Run 1, placement view:
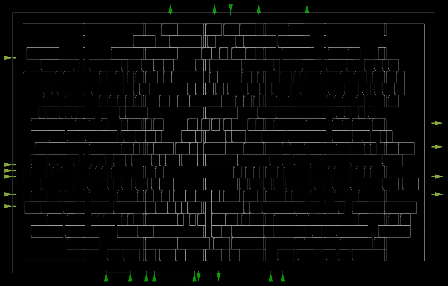
Run 1, ports around the boundary:
Scale bar: 20 µm. Pins as bars across the die edge, other pins in grey.
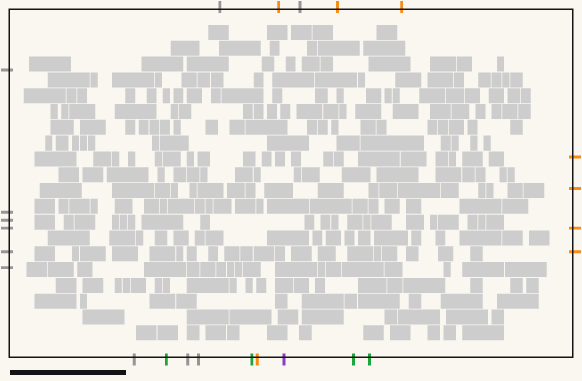
Run 1, signal wires on met3:
Scale bar: 20 µm.
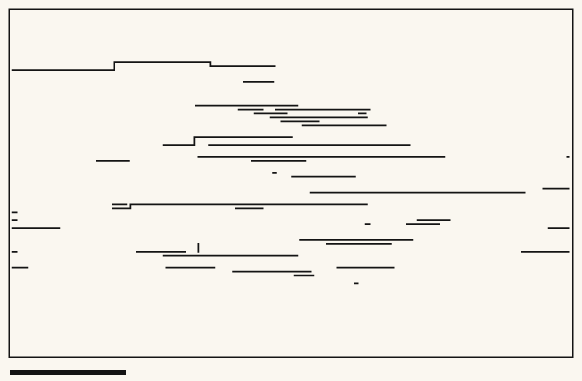
### src/rtl/calc_pkg.sv
// calc_pkg: shared op/state encodings and sizing helper for the calculator
package calc_pkg;
  typedef enum logic [1:0] {OP_ADD, OP_SUB, OP_MUL, OP_MAC} op_e;
  typedef enum logic {ST_IDLE, ST_RUN} state_e;
  function automatic int cnt_width(input int w);
    return $clog2(w + 1);
  endfunction
endpackage

### src/rtl/btn_edge.sv
// btn_edge: per-button 2-flop synchroniser with rising-edge pulse output
module btn_edge #(
  parameter int N = 4
) (
  input  logic         clk,
  input  logic         rst,
  input  logic [N-1:0] btn_i,
  output logic [N-1:0] press_o
);
  logic [N-1:0] s1_q, s2_q, prev_q;
  // synchronise the raw buttons and remember the last synchronised value
  always_ff @(posedge clk) begin
    if (rst) begin
      s1_q   <= '0;
      s2_q   <= '0;
      prev_q <= '0;
    end else begin
      s1_q   <= btn_i;
      s2_q   <= s1_q;
      prev_q <= s2_q;
    end
  end
  assign press_o = s2_q & ~prev_q;
endmodule

### src/rtl/calc_seq.sv
// calc_seq: button-driven add/sub/shift-add multiply/MAC calculator
module calc_seq
  import calc_pkg::*;
#(
  parameter int W = 4
) (
  input  logic           clk,
  input  logic           rst,
  input  logic [2*W-1:0] dip_sw,
  input  logic [3:0]     btn,
  output logic [2*W-1:0] leds,
  output logic           busy,
  output logic           ovf
);
  localparam int CW = cnt_width(W);
  logic [3:0]     press;
  op_e            op;
  state_e         state_q, state_d;
  logic [2*W-1:0] mcand_q, mcand_d, leds_q, leds_d;
  logic [W-1:0]   mplr_q, mplr_d, a_in, b_in;
  logic [2*W:0]   acc_q, acc_d, sum;
  logic [CW-1:0]  cnt_q, cnt_d;
  logic           ovf_q, ovf_d;

  btn_edge #(.N(4)) u_btn (
    .clk     (clk),
    .rst     (rst),
    .btn_i   (btn),
    .press_o (press)
  );

  assign a_in = dip_sw[2*W-1:W];
  assign b_in = dip_sw[W-1:0];
  assign op   = press[0] ? OP_ADD : press[1] ? OP_SUB : press[2] ? OP_MUL : OP_MAC;
  assign sum  = acc_q + (mplr_q[0] ? {1'b0, mcand_q} : '0);

  // register file for FSM, operands, accumulator and outputs
  always_ff @(posedge clk) begin
    if (rst) begin
      state_q <= ST_IDLE;
      mcand_q <= '0;
      mplr_q  <= '0;
      acc_q   <= '0;
      cnt_q   <= '0;
      leds_q  <= '0;
      ovf_q   <= 1'b0;
    end else begin
      state_q <= state_d;
      mcand_q <= mcand_d;
      mplr_q  <= mplr_d;
      acc_q   <= acc_d;
      cnt_q   <= cnt_d;
      leds_q  <= leds_d;
      ovf_q   <= ovf_d;
    end
  end

  // accept one prioritised press in IDLE; step the shift-add multiplier in RUN
  always_comb begin
    state_d = state_q;
    mcand_d = mcand_q;
    mplr_d  = mplr_q;
    acc_d   = acc_q;
    cnt_d   = cnt_q;
    leds_d  = leds_q;
    ovf_d   = ovf_q;
    if (state_q == ST_IDLE && |press) begin
      mcand_d = {{W{1'b0}}, a_in};
      mplr_d  = b_in;
      cnt_d   = '0;
      case (op)
        OP_ADD: begin
          leds_d = {{W{1'b0}}, a_in} + {{W{1'b0}}, b_in};
          ovf_d  = 1'b0;
        end
        OP_SUB: begin
          leds_d = {{W{1'b0}}, a_in} - {{W{1'b0}}, b_in};
          ovf_d  = 1'b0;
        end
        OP_MUL: begin
          acc_d   = '0;
          ovf_d   = 1'b0;
          state_d = ST_RUN;
        end
        OP_MAC: begin
          acc_d   = {1'b0, leds_q};
          state_d = ST_RUN;
        end
      endcase
    end else if (state_q == ST_RUN) begin
      acc_d   = sum;
      mcand_d = mcand_q << 1;
      mplr_d  = mplr_q >> 1;
      cnt_d   = cnt_q + CW'(1);
      if (cnt_q == CW'(W - 1)) begin
        leds_d  = sum[2*W-1:0];
        ovf_d   = ovf_q | sum[2*W];
        state_d = ST_IDLE;
      end
    end
  end

  assign leds = leds_q;
  assign busy = (state_q == ST_RUN);
  assign ovf  = ovf_q;
endmodule

### config.mk
export PLATFORM = sky130hd
export DESIGN_NAME = calc_seq
export DESIGN_NICKNAME = d
export VERILOG_FILES = /design/src/rtl/calc_pkg.sv /design/src/rtl/btn_edge.sv /design/src/rtl/calc_seq.sv
export SDC_FILE = /design/constraint.sdc
export NUM_CORES = 1
export LEC_CHECK = 0
export CORE_ASPECT_RATIO = 0.6
export CORE_MARGIN = 2
export CORE_UTILIZATION = 50
export DETAILED_ROUTE_END_ITERATION = 8
export PLACE_DENSITY = 0.71
export SLEW_MARGIN = 20
export SYNTH_ARGS = -nofsm -noshare
export SYNTH_HDL_FRONTEND = slang
export SYNTH_SLANG_ARGS = --single-unit
### constraint.sdc
create_clock -name clk -period 3 [get_ports clk]
set_input_delay 0.6 -clock clk [delete_from_list [all_inputs] [get_ports clk]]
set_output_delay 0.6 -clock clk [all_outputs]
set_load 0.05 [all_outputs]
==> impl_table.tex, run 1 <==
% Yosys + OpenROAD metrics
\begin{tabular}{lr}
\hline
Metric & Value \\
\hline
\multicolumn{2}{l}{\textbf{Flow run}} \\
\quad Max-cap violations & 0 \\
\quad Stage-log warning count & 30 \\
\multicolumn{2}{l}{\textbf{Final timing}} \\
\quad Number of hold violations in the final report & 0 \\
\quad Total of endpoints with negative setup slack in the final report & 0 \\
\quad Fin. max-slew vios & 0 \\
\quad Worst Max-Slew Pin Slew & 0.6629 ns \\
\quad Minimum clock period & 2.469 ns \\
\quad Worst clock skew & 0.005424 ns \\
\quad Sum of negative setup slack & 0 ns \\
\quad Worst Setup Slack, final & 0.5314 ns \\
\quad Worst relative slew slack & 55.81\% \\
\multicolumn{2}{l}{\textbf{Detailed routing}} \\
\quad Sum of routed wire segments on met1 & 3.260 mm \\
\quad DR WL/cell & 15.81 µm \\
\quad Avg Vias per Cell & 5.724 \\
\quad Drc violations & 0 \\
\quad Top routing layer in use & met4 \\
\quad Antenna violation net count after detailed routing & 0 \\
\quad Detail Route met2 WL & 2.332 mm \\
\multicolumn{2}{l}{\textbf{Layout}} \\
\quad Final core utilization & 59.28\% \\
\quad Combinational share of cell area & 51.67\% \\
\quad Number of flip-flops under the largest register name & 9 \\
\quad Number of clock-tree buffers in the layout & 6 \\
\quad Area used by sequential logic in the layout & 920.9 µm² \\
\quad Share of layout cells above drive strength 1 & 7.143\% \\
\quad Commonest cells after routing, fill and taps aside & sky130\_fd\_sc\_hd\_\_dfxtp\_1 (46), sky130\_fd\_sc\_hd\_\_nand2\_1 (26), sky130\_fd\_sc\_hd\_\_nor2\_1 (23), sky130\_fd\_sc\_hd\_\_o21ai\_0 (23), sky130\_fd\_sc\_hd\_\_clkdlybuf4s50\_1 (23) \\
\quad Total inserted antenna cells & 0 \\
\quad Layout Nets & 356 \\
\quad MI comb area & 1533 µm² \\
\quad Sequential cells & 46 \\
\multicolumn{2}{l}{\textbf{Worst hold path}} \\
\quad Worst Hold Class & reg -> reg \\
\multicolumn{2}{l}{\textbf{Power}} \\
\quad Sw power & 0.5061 mW \\
\quad Clock network power & 0.455 mW \\
\quad Power group with the largest share & registers \\
\quad Total power of the final layout & 1.583 mW \\
\quad Total power density per cell area & 533.4 nW/µm² \\
\quad Internal power & 1.076 mW \\
\quad Largest vdd supply drop & 187.9 µV \\
\quad Sequential power & 0.705 mW \\
\multicolumn{2}{l}{\textbf{GRT}} \\
\quad Number of global-route vias before repair & 2,006 \\
\quad Pin count of the biggest net entering global routing & 24 \\
\quad Gr usage total & 22.26\% \\
\quad Overall overflow remaining after global route & 0 \\
\quad Global routing's busiest layer & met1 \\
\multicolumn{2}{l}{\textbf{Logic synthesis}} \\
\quad Simple-gate portion of the synthesized area & 20.38\% \\
\quad Main combinational cell family by area after synthesis & AND-OR/OR-AND gates \\
\quad Compound-Gate Fraction of Synth Area & 25.42\% \\
\quad Most used standard cells in the synthesized netlist & sky130\_fd\_sc\_hd\_\_dfxtp\_1 (46), sky130\_fd\_sc\_hd\_\_nand2\_1 (26), sky130\_fd\_sc\_hd\_\_nor2\_1 (23), sky130\_fd\_sc\_hd\_\_o21ai\_0 (23), sky130\_fd\_sc\_hd\_\_a21oi\_1 (19) \\
\quad Yosys top cell area share & 35.71\% \\
\quad Number of flops mapped to enable cells by yosys & 0 \\
\quad Flip-flop and latch count after synthesis & 46 \\
\quad Fraction of the yosys area taken by sequential cells & 35.71\% \\
\quad Number of warnings issued by yosys & 0 \\
\quad Number of cell instances after yosys synthesis & 302 \\
\quad Unique masters post-synth & 51 \\
\quad Average footprint of a synthesized cell & 8.539 µm² \\
\multicolumn{2}{l}{\textbf{Floorplan}} \\
\quad Die width & 96.72 µm \\
\quad Die Y-Extent & 59.63 µm \\
\quad Boundary pin count & 24 \\
\quad Overall die area & 5767 µm² \\
\multicolumn{2}{l}{\textbf{Setup path}} \\
\quad Maximum fanout encountered on the critical timing path & 9 \\
\quad R2R depth & 9 \\
\quad Crit path arrival time & 2.69 ns \\
\quad Endpoint of the worst setup timing path & acc\_q[8] \\
\quad Launch point of the worst reg-to-reg path & mplr\_q[0] \\
\quad Critical path startpoint category & flop \\
\quad Worst Path Class, Setup & reg -> reg \\
\quad Reg2Reg Capture Point & acc\_q[8] \\
\quad Critical Path End Type & flop \\
\quad Crit path depth & 9 \\
\multicolumn{2}{l}{\textbf{Clock tree}} \\
\quad Number of setup buffers added after CTS & 0 \\
\quad TritonCTS clock tree & yes \\
\quad Clk Tree Root Cell & sky130\_fd\_sc\_hd\_\_clkbuf\_8 \\
\quad Resize count post-CTS & 0 \\
\quad Maximum clock insertion buffer count & 2 \\
\multicolumn{2}{l}{\textbf{Placement}} \\
\quad IO Port Bufs & 23 \\
\quad Cell Area, Placed & 2856 µm² \\
\quad Dpl ws & 0.4679 ns \\
\quad Cells after DPL & 380 \\
\multicolumn{2}{l}{\textbf{Run status}} \\
\quad Outcome & complete, no violations \\
\hline
\end{tabular}
About 'placement view':
core box area: 5005 µm²
share of the final layout cell area in sequential cells: 31.04%
inserted tap cell count: 66
Finished Layout Cells: 388
tally of filler cells in the layout: 462

About 'ports around the boundary':
`btn`: in green, pins 4, direction input, edge bottom. `busy`: in purple, pins 1, direction output, edge bottom. `leds`: in orange, pins 8, direction output, edge 4 right, 3 top, 1 bottom.

About 'signal wires on met3':
36 nets have wire on it. The layer holds 7.9% of the routed length. The wires run mostly horizontal. The longest straight run is 42.3 µm. The layer carries 486 µm of wire.

Run 1, drive-strength map:
Scale bar: 20 µm.
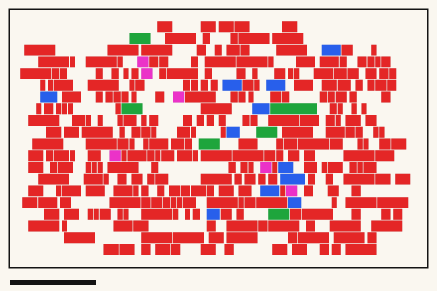

==> run 2, diff against run 1 <==
- PLACE_DENSITY: 0.71 -> 0.74
- clock period: 3 -> 2 ns (I/O delays scaled with it)
Run 2, drive-strength map:
Scale bar: 20 µm.
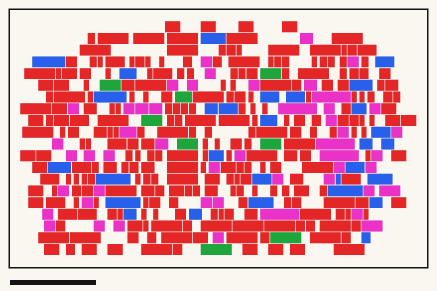
x2: in blue, cells 29, most used a211oi_2. x6 and larger: in green, cells 8, most used clkbuf_8. x3 and x4: in magenta, cells 49, most used buf_4. x1 and smaller: in red, cells 268, most used dfxtp_1.

Run 2, routed metal, one colour a layer:
Scale bar: 20 µm.
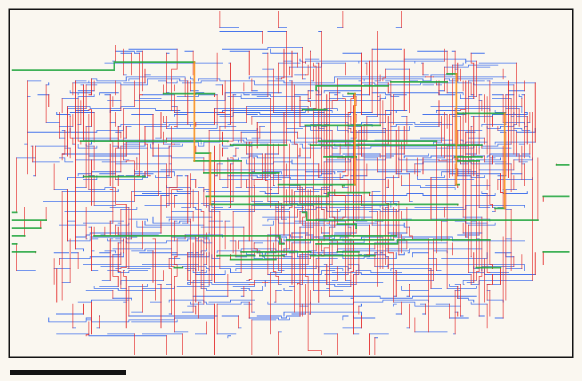
M4: in orange, wire length 76.8 µm. M1: in blue, wire length 3,370 µm. M2: in red, wire length 3,020 µm. M3: in green, wire length 532 µm.

==> run 2 against run 1 <==
Net effect: the flow now finishes with violations (setup timing); synthesized cell count unchanged; sequential share of layout area fell by 3.6 points; via count grew 9.2%; clock skew is 0.00089 ns higher; critical path depth did not move; clock-buffer cell count is 1 higher; critical endpoint unchanged; largest cell class unchanged.
==> impl_table.tex, run 2 <==
% Yosys + OpenROAD metrics
\begin{tabular}{lr}
\hline
Metric & Value \\
\hline
\multicolumn{2}{l}{\textbf{Placement}} \\
\quad Cells after DPL & 412 \\
\quad Dpl ws & -0.2894 ns \\
\quad IO Port Bufs & 23 \\
\multicolumn{2}{l}{\textbf{Setup path}} \\
\quad Launch point of the worst reg-to-reg path & mplr\_q[0] \\
\quad Crit path arrival time & 2.24 ns \\
\quad Endpoint of the worst setup timing path & acc\_q[8] \\
\quad Reg2Reg Capture Point & acc\_q[8] \\
\multicolumn{2}{l}{\textbf{Detailed routing}} \\
\quad Top routing layer in use & met4 \\
\quad Antenna violation net count after detailed routing & 0 \\
\quad Sum of routed wire segments on met1 & 3.368 mm \\
\quad Avg Vias per Cell & 5.774 \\
\multicolumn{2}{l}{\textbf{Power}} \\
\quad Largest vdd supply drop & 435.9 µV \\
\quad Sw power & 0.7994 mW \\
\quad Total power density per cell area & 705.9 nW/µm² \\
\quad Power group with the largest share & registers \\
\multicolumn{2}{l}{\textbf{GRT}} \\
\quad Overall overflow remaining after global route & 0 \\
\quad Pin count of the biggest net entering global routing & 28 \\
\quad Number of global-route vias before repair & 2,270 \\
\quad Gr usage total & 24.48\% \\
\quad Global routing's busiest layer & met2 \\
\multicolumn{2}{l}{\textbf{Layout}} \\
\quad Commonest cells after routing, fill and taps aside & sky130\_fd\_sc\_hd\_\_dfxtp\_1 (44), sky130\_fd\_sc\_hd\_\_buf\_4 (36), sky130\_fd\_sc\_hd\_\_nand2\_1 (25), sky130\_fd\_sc\_hd\_\_nor2\_1 (22), sky130\_fd\_sc\_hd\_\_clkdlybuf4s50\_1 (22) \\
\quad Combinational share of cell area & 50.24\% \\
\quad Layout Nets & 389 \\
\quad Final core utilization & 67.33\% \\
\quad Share of the final layout cell area in sequential cells & 27.40\% \\
\quad Sequential cells & 46 \\
\multicolumn{2}{l}{\textbf{Clock tree}} \\
\quad Maximum clock insertion buffer count & 2 \\
\quad Number of setup buffers added after CTS & 0 \\
\multicolumn{2}{l}{\textbf{Run status}} \\
\quad Outcome & complete, but fails checks \\
\quad Violations in the final reports & setup timing \\
\multicolumn{2}{l}{\textbf{Logic synthesis}} \\
\quad Unique masters post-synth & 51 \\
\quad Fraction of the yosys area taken by sequential cells & 35.71\% \\
\quad Yosys top cell area share & 35.71\% \\
\multicolumn{2}{l}{\textbf{Final timing}} \\
\quad Worst Max-Slew Pin Slew & 0.7253 ns \\
\quad Worst relative slew slack & 51.65\% \\
\quad Fin. max-slew vios & 0 \\
\quad Minimum clock period & 2.016 ns \\
\quad Total of endpoints with negative setup slack in the final report & 4 \\
\quad Worst Setup Slack, final & -0.01599 ns \\
\multicolumn{2}{l}{\textbf{Floorplan}} \\
\quad Overall die area & 5767 µm² \\
\quad Boundary pin count & 24 \\
\quad Die Y-Extent & 59.63 µm \\
\multicolumn{2}{l}{\textbf{Flow run}} \\
\quad Max-cap violations & 0 \\
\multicolumn{2}{l}{\textbf{Worst hold path}} \\
\quad Worst Hold Class & reg -> reg \\
\hline
\end{tabular}
Run 2, signal wires on met3:
Scale bar: 20 µm.
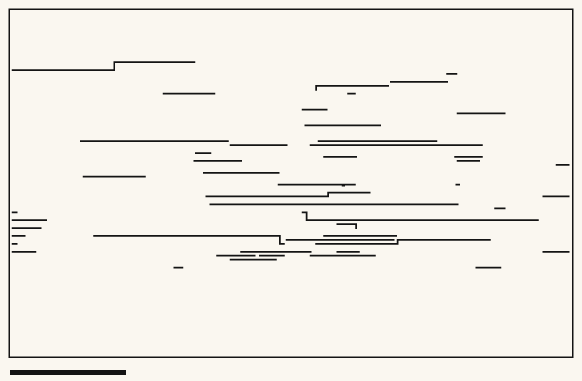

==> run 3, diff against run 2 <==
- DONT_BUFFER_PORTS: unset -> 1
- PLACE_DENSITY: 0.74 -> 0.68
Run 3, signal wires on met3:
Scale bar: 20 µm.
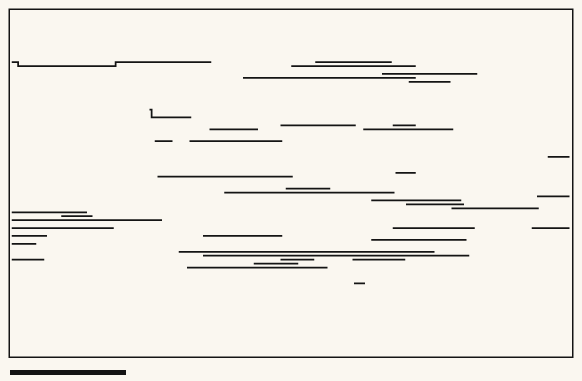
The longest straight run is 45.5 µm. The layer holds 8.3% of the routed length. The layer carries 560 µm of wire. The wires run mostly horizontal.

==> run 3 against run 2 <==
Net effect: the flow now finishes without violations; first-iteration DRC count rose by 1.8%; utilization fell by 7.6 points; final cell count shrank 9.0%; synthesized area is the same; worst setup slack better by 0.038 ns; maximum frequency increased by 1.9%; critical path depth unchanged; clock power is 33% higher; combinational power shrank 24%; worst hold slack got worse by 0.28 ns; synthesized cell count is the same; clock-buffer cell count is 1 lower.
==> impl_table.tex, run 3 <==
% Yosys + OpenROAD metrics
\begin{tabular}{lr}
\hline
Metric & Value \\
\hline
\multicolumn{2}{l}{\textbf{Setup path}} \\
\quad Endpoint of the worst setup timing path & acc\_q[5] \\
\quad Reg2Reg Capture Point & acc\_q[5] \\
\quad Crit path arrival time & 2.20 ns \\
\quad R2R depth & 9 \\
\multicolumn{2}{l}{\textbf{Layout}} \\
\quad Total inserted antenna cells & 0 \\
\quad Number of clock-tree buffers in the layout & 6 \\
\quad Share of layout cells above drive strength 1 & 18.67\% \\
\quad Commonest cells after routing, fill and taps aside & sky130\_fd\_sc\_hd\_\_dfxtp\_1 (45), sky130\_fd\_sc\_hd\_\_nand2\_1 (25), sky130\_fd\_sc\_hd\_\_nor2\_1 (23), sky130\_fd\_sc\_hd\_\_o21ai\_0 (21), sky130\_fd\_sc\_hd\_\_buf\_4 (21) \\
\quad Sequential cells & 46 \\
\quad Number of flip-flops under the largest register name & 9 \\
\multicolumn{2}{l}{\textbf{Run status}} \\
\quad Outcome & complete, no violations \\
\multicolumn{2}{l}{\textbf{Detailed routing}} \\
\quad DR WL/cell & 17.59 µm \\
\quad Antenna violation net count after detailed routing & 0 \\
\quad Detail Route met2 WL & 2.684 mm \\
\quad Sum of routed wire segments on met1 & 3.435 mm \\
\multicolumn{2}{l}{\textbf{Logic synthesis}} \\
\quad Number of flops mapped to enable cells by yosys & 0 \\
\quad Number of cell instances after yosys synthesis & 302 \\
\quad Main combinational cell family by area after synthesis & AND-OR/OR-AND gates \\
\quad Fraction of the yosys area taken by sequential cells & 35.71\% \\
\quad Yosys top cell area share & 35.71\% \\
\quad Most used standard cells in the synthesized netlist & sky130\_fd\_sc\_hd\_\_dfxtp\_1 (46), sky130\_fd\_sc\_hd\_\_nand2\_1 (26), sky130\_fd\_sc\_hd\_\_nor2\_1 (23), sky130\_fd\_sc\_hd\_\_o21ai\_0 (23), sky130\_fd\_sc\_hd\_\_a21oi\_1 (19) \\
\multicolumn{2}{l}{\textbf{Final timing}} \\
\quad Number of hold violations in the final report & 0 \\
\quad Worst clock skew & 0.006362 ns \\
\quad Worst Setup Slack, final & 0.02229 ns \\
\multicolumn{2}{l}{\textbf{Floorplan}} \\
\quad Inserted tap cell count & 66 \\
\quad Die Y-Extent & 59.63 µm \\
\multicolumn{2}{l}{\textbf{GRT}} \\
\quad Gr usage total & 24.52\% \\
\quad Number of global-route vias before repair & 2,106 \\
\multicolumn{2}{l}{\textbf{Power}} \\
\quad Clock network power & 0.703 mW \\
\quad Power group with the largest share & registers \\
\quad Total power of the final layout & 2.406 mW \\
\multicolumn{2}{l}{\textbf{Placement}} \\
\quad Cells after DPL & 372 \\
\quad Dpl ws & -0.02143 ns \\
\multicolumn{2}{l}{\textbf{Clock tree}} \\
\quad TritonCTS clock tree & yes \\
\quad Resize count post-CTS & 9 \\
\multicolumn{2}{l}{\textbf{Worst hold path}} \\
\quad Worst Hold Class & in -> reg \\
\hline
\end{tabular}
Run 3, placement view:
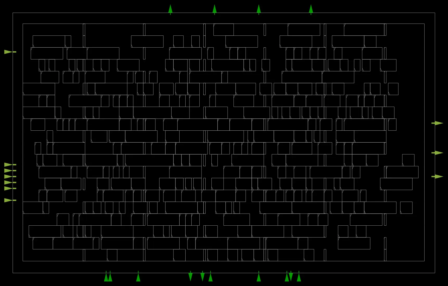
std cell rows: 20
Finished Layout Cells: 382
share of the final layout cell area in sequential cells: 30.93%
tally of filler cells in the layout: 468
final core utilization: 59.72%

Power and IR drop assume default switching activity.
